`config.mk`:
```
export PLATFORM = sky130hd
export DESIGN_NAME = reg_dump_streamer
export DESIGN_NICKNAME = d
export VERILOG_FILES = /design/src/rtl/reg_dump_streamer_pkg.sv /design/src/rtl/reg_dump_streamer.sv
export SDC_FILE = /design/constraint.sdc
export NUM_CORES = 1
export LEC_CHECK = 0
export CAP_MARGIN = 10
export CORE_MARGIN = 10
export CORE_UTILIZATION = 54
export CTS_BUF_LIST = sky130_fd_sc_hd__clkbuf_8 sky130_fd_sc_hd__clkbuf_16
export CTS_CLUSTER_DIAMETER = 50
export DETAILED_ROUTE_END_ITERATION = 8
export GPL_TIMING_DRIVEN = 0
export PLACE_DENSITY = 0.85
export SLEW_MARGIN = 20
export SYNTH_ARGS = -nofsm -noshare
export SYNTH_HDL_FRONTEND = slang
export SYNTH_SLANG_ARGS = --single-unit
```
`constraint.sdc`:
```
create_clock -name clk -period 3.7 [get_ports clk]
set_clock_uncertainty 0.05 [all_clocks]
set_input_delay 0.37 -clock clk [delete_from_list [all_inputs] [get_ports clk]]
set_output_delay 0.37 -clock clk [all_outputs]
set_load 0.03 [all_outputs]
```
`src/rtl/reg_dump_streamer_pkg.sv`:
```
// Shared definitions for the register-dump streamer: FSM encoding and frame constants.
package reg_dump_streamer_pkg;

  typedef enum logic [2:0] {
    S_IDLE,
    S_HDR,
    S_RD,
    S_CAP,
    S_HI,
    S_LO,
    S_CSUM
  } state_t;

  localparam logic [7:0] FRAME_HDR   = 8'hA5;
  localparam int         FRAME_BYTES = 34;

endpackage

```
`src/rtl/reg_dump_streamer.sv`:
```
// Streams a header, every register as big-endian byte pairs and an XOR checksum
// over a valid/ready byte interface, reading the register file's debug port.
module reg_dump_streamer
  import reg_dump_streamer_pkg::*;
#(
  parameter int DATA_WIDTH = 16,
  parameter int NUM_REGS   = 16
) (
  input  logic                  clk,
  input  logic                  reset,
  input  logic                  start,
  output logic [3:0]            rd_addr,
  input  logic [DATA_WIDTH-1:0] rd_data,
  output logic [7:0]            tx_data,
  output logic                  tx_valid,
  input  logic                  tx_ready,
  output logic                  tx_last,
  output logic                  busy,
  output logic                  done
);

  localparam logic [3:0] LAST_IDX = 4'(NUM_REGS - 1);

  state_t                  state, state_nxt;
  logic [3:0]              idx;
  logic [DATA_WIDTH-1:0]   hold;
  logic [7:0]              csum;
  logic                    hs;

  assign hs = tx_valid & tx_ready;

  always_ff @(posedge clk) begin
    if (!reset) begin
      state <= S_IDLE;
      idx   <= '0;
      hold  <= '0;
      csum  <= '0;
      done  <= 1'b0;
    end else begin
      state <= state_nxt;
      done  <= (state == S_CSUM) && hs;
      case (state)
        S_IDLE: if (start) begin
          idx  <= '0;
          csum <= '0;
        end
        S_CAP: hold <= rd_data;
        // Data bytes fold into the checksum only when the sink takes them.
        S_HI: if (hs) csum <= csum ^ hold[15:8];
        S_LO: if (hs) begin
          csum <= csum ^ hold[7:0];
          if (idx != LAST_IDX) idx <= idx + 4'd1;
        end
        default: ;
      endcase
    end
  end

  always_comb begin
    state_nxt = state;
    tx_valid  = 1'b0;
    tx_last   = 1'b0;
    tx_data   = 8'h00;
    rd_addr   = 4'd0;
    case (state)
      S_IDLE: if (start) state_nxt = S_HDR;
      S_HDR: begin
        tx_valid = 1'b1;
        tx_data  = FRAME_HDR;
        if (tx_ready) state_nxt = S_RD;
      end
      S_RD: begin
        rd_addr   = idx;
        state_nxt = S_CAP;
      end
      // rd_data answers the previous cycle's address.
      S_CAP: state_nxt = S_HI;
      S_HI: begin
        tx_valid = 1'b1;
        tx_data  = hold[15:8];
        if (tx_ready) state_nxt = S_LO;
      end
      S_LO: begin
        tx_valid = 1'b1;
        tx_data  = hold[7:0];
        if (tx_ready) state_nxt = (idx == LAST_IDX) ? S_CSUM : S_RD;
      end
      S_CSUM: begin
        tx_valid = 1'b1;
        tx_last  = 1'b1;
        tx_data  = csum;
        if (tx_ready) state_nxt = S_IDLE;
      end
      default: state_nxt = S_IDLE;
    endcase
  end

  assign busy = (state != S_IDLE);

endmodule

```
### The metal 1 layer

Scale bar: 20 microns.
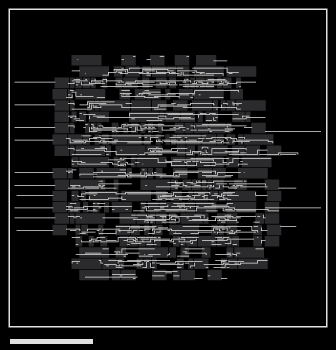
259 nets have wire on it. The layer carries 2040 microns of wire. The wires run mostly horizontal. The longest straight run is 16.6 microns. The layer holds 49% of the routed length.

### The metal 2 layer

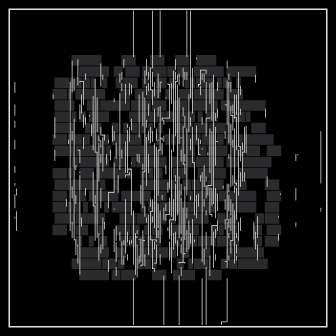
The layer holds 43% of the routed length. The wires run mostly vertical.

==> run summary <==
Numbers from the implementation run.

The flow ran to the end, and the final reports show no timing, DRC or antenna violations. The cell count in the Yosys report is around 210. The pre-antenna-repair detailed-routing pass consisted of 4 iterations. The final worst setup slack is between 0.9 and 1 ns. The later pin in the worst-skew pair is clocked with a latency of 0.28 ns. The first global-routing pass estimated between 6000 and 7000 microns of wire. The worst setup path is of the reg2out kind. The launch point of the worst min-delay path is recorded as tx_ready. The clock share of power is 0.364. Counting distinct cell types in the post-synthesis netlist gives 37. The class of the tightest hold or removal check is in2reg. In the final report, the number of hold violations comes to 0. Counting every net in the synthesized netlist gives around 230. The critical path required time is 3.28 ns.

The H-tree was split into 2 levels. The placeable core area is roughly 3000 sq um. The maximum count of clock buffers along a single path is 2. Counting cells, the worst reg-to-reg path comes to 5. The worst-case reg-to-reg setup slack stands at between 2 and 2.5 ns. The clock transition at the registers of the reported paths is 0.07 ns.

The quantity of gates resized following cts is 0. The power density over the cells is approximately 360 nW/um^2. The count of nets left with antenna violations once routing finished came out at 0. Fill cells in the final layout number roughly 240.

Compared with the post-synthesis result, the final layout area differs by 29.0%. The wire length after detailed routing is about 4200 microns. In this run the core area contains 20 standard-cell rows. In the post-synthesis netlist, the cell with the most instances is sky130_fd_sc_hd__nand2_1.

The DRC violation total after the first TritonRoute iteration is 139. Per the final layout report, the fraction of cells sized above drive strength 1 comes to 0.0675. The area of the die is a little under 6000 sq um.

The worst setup path is launched from a register. The number of sinks driven by the clock tree is 32. The number of antenna violations at the first check in global routing was 0. During I/O placement, the number of pins put on the boundary was 36.

The startpoint identified for the worst register-to-register timing path is idx[0]$_SDFFE_PN0P_. The via density per instance is around 5.4. The chip width is about 76 microns. The share of total power consumed by net switching is 0.261. The worst setup path is captured at a primary output. The post-synth area from yosys stat is between 1500 and 2000 sq um. The remaining design rule violation count is 0.

Logged for this run, the post-placement worst setup slack is between 1 and 1.5 ns. TritonCTS built the clock tree. The synthesized design contains 0 enable-type register cells.

Routability-driven placement finished with a final weighted congestion of roughly 0.88. The count of input and output buffers is 34. In this run the mean area of a mapped cell was roughly 8 sq um. Of the total power, registers draw 0.462. The number of warnings reported in the stage logs is 26.

The mapped netlist covers around 1700 sq um. The multi-input logic area is 946 sq um. The clock period could shrink to between 2 and 3 ns. The maximum vdd drop is roughly 310 uV. Data arrives at the worst endpoint at roughly 2.3 ns. The number of max-cap violations is 0.

During synthesis, Yosys emitted a total of 0 warnings. The area fraction of the dominant cell type after synthesis is 0.378. The max-slew headroom at the worst pin is 0.673. The share of the core area taken by cells at floorplan is 0.560. The cell type with the largest total area is sky130_fd_sc_hd__dfxtp_1.

The internal power of the cells totals between 500 and 600 uW. The total of endpoints with negative setup slack in the final report is 0. Detailed routing inserted a total of approximately 1600 vias. Of the synthesized area, sequential elements account for 0.378. By count the netlist is led by sky130_fd_sc_hd__nand2_1 (42), sky130_fd_sc_hd__dfxtp_1 (32), sky130_fd_sc_hd__a21oi_1 (25). Post-route period utilization is reported as 0.738.

For reference, the top cells by area after synthesis are sky130_fd_sc_hd__dfxtp_1 (38%), sky130_fd_sc_hd__mux2i_1 (9.5%), sky130_fd_sc_hd__nand2_1 (9.3%). The placed wire-length estimate is about 3200 microns. The main flop type after synthesis is sky130_fd_sc_hd__dfxtp_1. The pin count of the biggest net entering global routing is 11. Global routing finished with a remaining overflow of 0. The number of register bits inferred by synthesis is 32. The logic gate share of total power is 0.174. The highest clock rate this design can be run at is 0.366 GHz. The worst register-to-register path ends at idx[3]$_SDFFE_PN0P_.
### Metal 3

Scale bar: 20 microns.
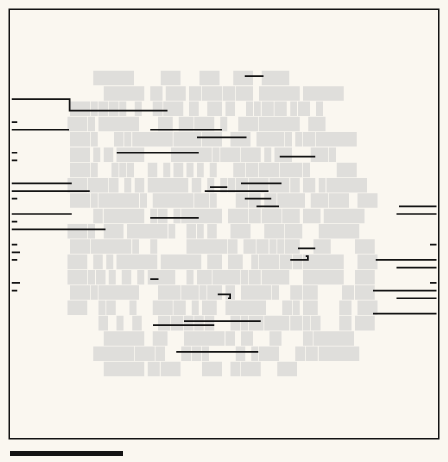
The wires run mostly horizontal. The layer carries 289 microns of wire. The layer holds 6.9% of the routed length. The longest straight run is 17.2 microns.

### Where the registers sit

Other sequential cells in the stronger grey, the rest of the logic in the fainter grey.
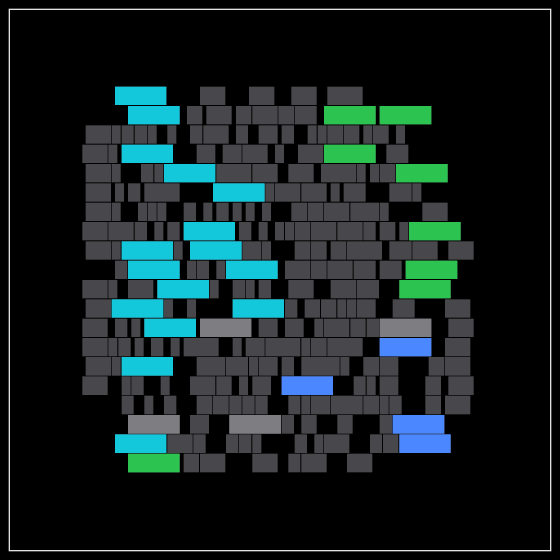
Key: cyan = hold [flops 16, where west]; blue = idx [flops 4, where south-east]; green = csum [flops 8]
Another 4 sequential cells are not coloured.

[registers in the layout (all words and copies together), names as in the netlist]
register / flops
idx: 4
csum: 8
done: 1
state: 3
hold: 16
[critical path: stages (launching register included)]
cell	delay [ns]
sky130_fd_sc_hd__dfxtp_1	0.34
sky130_fd_sc_hd__buf_4	0.21
sky130_fd_sc_hd__buf_2	0.26
sky130_fd_sc_hd__buf_2	0.26
sky130_fd_sc_hd__nand3b_1	0.09
sky130_fd_sc_hd__o21ai_0	0.07
sky130_fd_sc_hd__and2_1	0.13
sky130_fd_sc_hd__clkdlybuf4s50_1	0.66
[logic make-up after synthesis]
logic type	after synthesis	synth area share
and+or+nand+nor	82	0.255
xor gates and xnor gates	2	0.0103
DFF	32	0.378
AOI/OAI and AO/OA	54	0.191
muxes	16	0.0945
buffers and inverters	24	0.0635
adders and majority gates	1	0.00738
[routing by layer]
layer | wire (microns) | share of wire | vias to the layer above | GRT usage
met5 | 0 | 0 | - | 0
met4 | 44 | 0.011 | 0 | 0.0549
met3 | 288 | 0.069 | 5 | 0.0436
met2 | 1810 | 0.43 | 60 | 0.198
met1 | 2040 | 0.49 | 727 | 0.185
li1 | - | - | 817 | -
[how the worst max path moves through the flow]
stage | startpoint | endpoint | slack (ns) | cells past startpoint
after floorplan | state[1]$_SDFFE_PN0P_ | tx_data[0] | 1.89 | 4
after global placement | state[0]$_SDFFE_PN0P_ | tx_data[4] | 1.27 | 7
after detailed placement | state[0]$_SDFFE_PN0P_ | tx_data[4] | 1.28 | 7
after CTS | state[0]$_SDFFE_PN0P_ | tx_data[4] | 0.96 | 7
after global routing | state[0]$_SDFFE_PN0P_ | tx_data[4] | 0.80 | 7
final | state[0]$_SDFFE_PN0P_ | tx_data[4] | 0.97 | 7
[metrics by stage]
stage / util / std cells / total power [mW] / hold WS (ns) / instance area (sq um)
finish: 0.722 / 296 / 0.794 / 0.387 / 2190
global placement: 0.690 / 289 / 0.510 / 0.403 / 2090
global route: 0.722 / 296 / 0.821 / 0.392 / 2190
CTS: 0.722 / 296 / 0.796 / 0.380 / 2190
detailed placement: 0.690 / 289 / 0.511 / 0.411 / 2090
floorplan: - / 211 / 0.456 / 0.384 / 1690
[power groups by stage]
stage	combinational (mW)	clock [mW]	sequential, mW
after floorplan	0.0855	0	0.371
after global placement	0.136	0	0.374
after detailed placement	0.137	0	0.374
after CTS	0.138	0.292	0.367
after global routing	0.149	0.304	0.368
final	0.138	0.289	0.367
[area by class of cell]
cell class | instances | share of cell area
plain buffers | 16 | 0.0355
clock buffers | 7 | 0.0441
repair buffers | 34 | 0.156
flip-flops and latches | 32 | 0.293
inverters | 8 | 0.0137
well taps | 44 | 0.0252
multi-input cells | 155 | 0.433
Power is estimated from default activity; no workload was simulated.
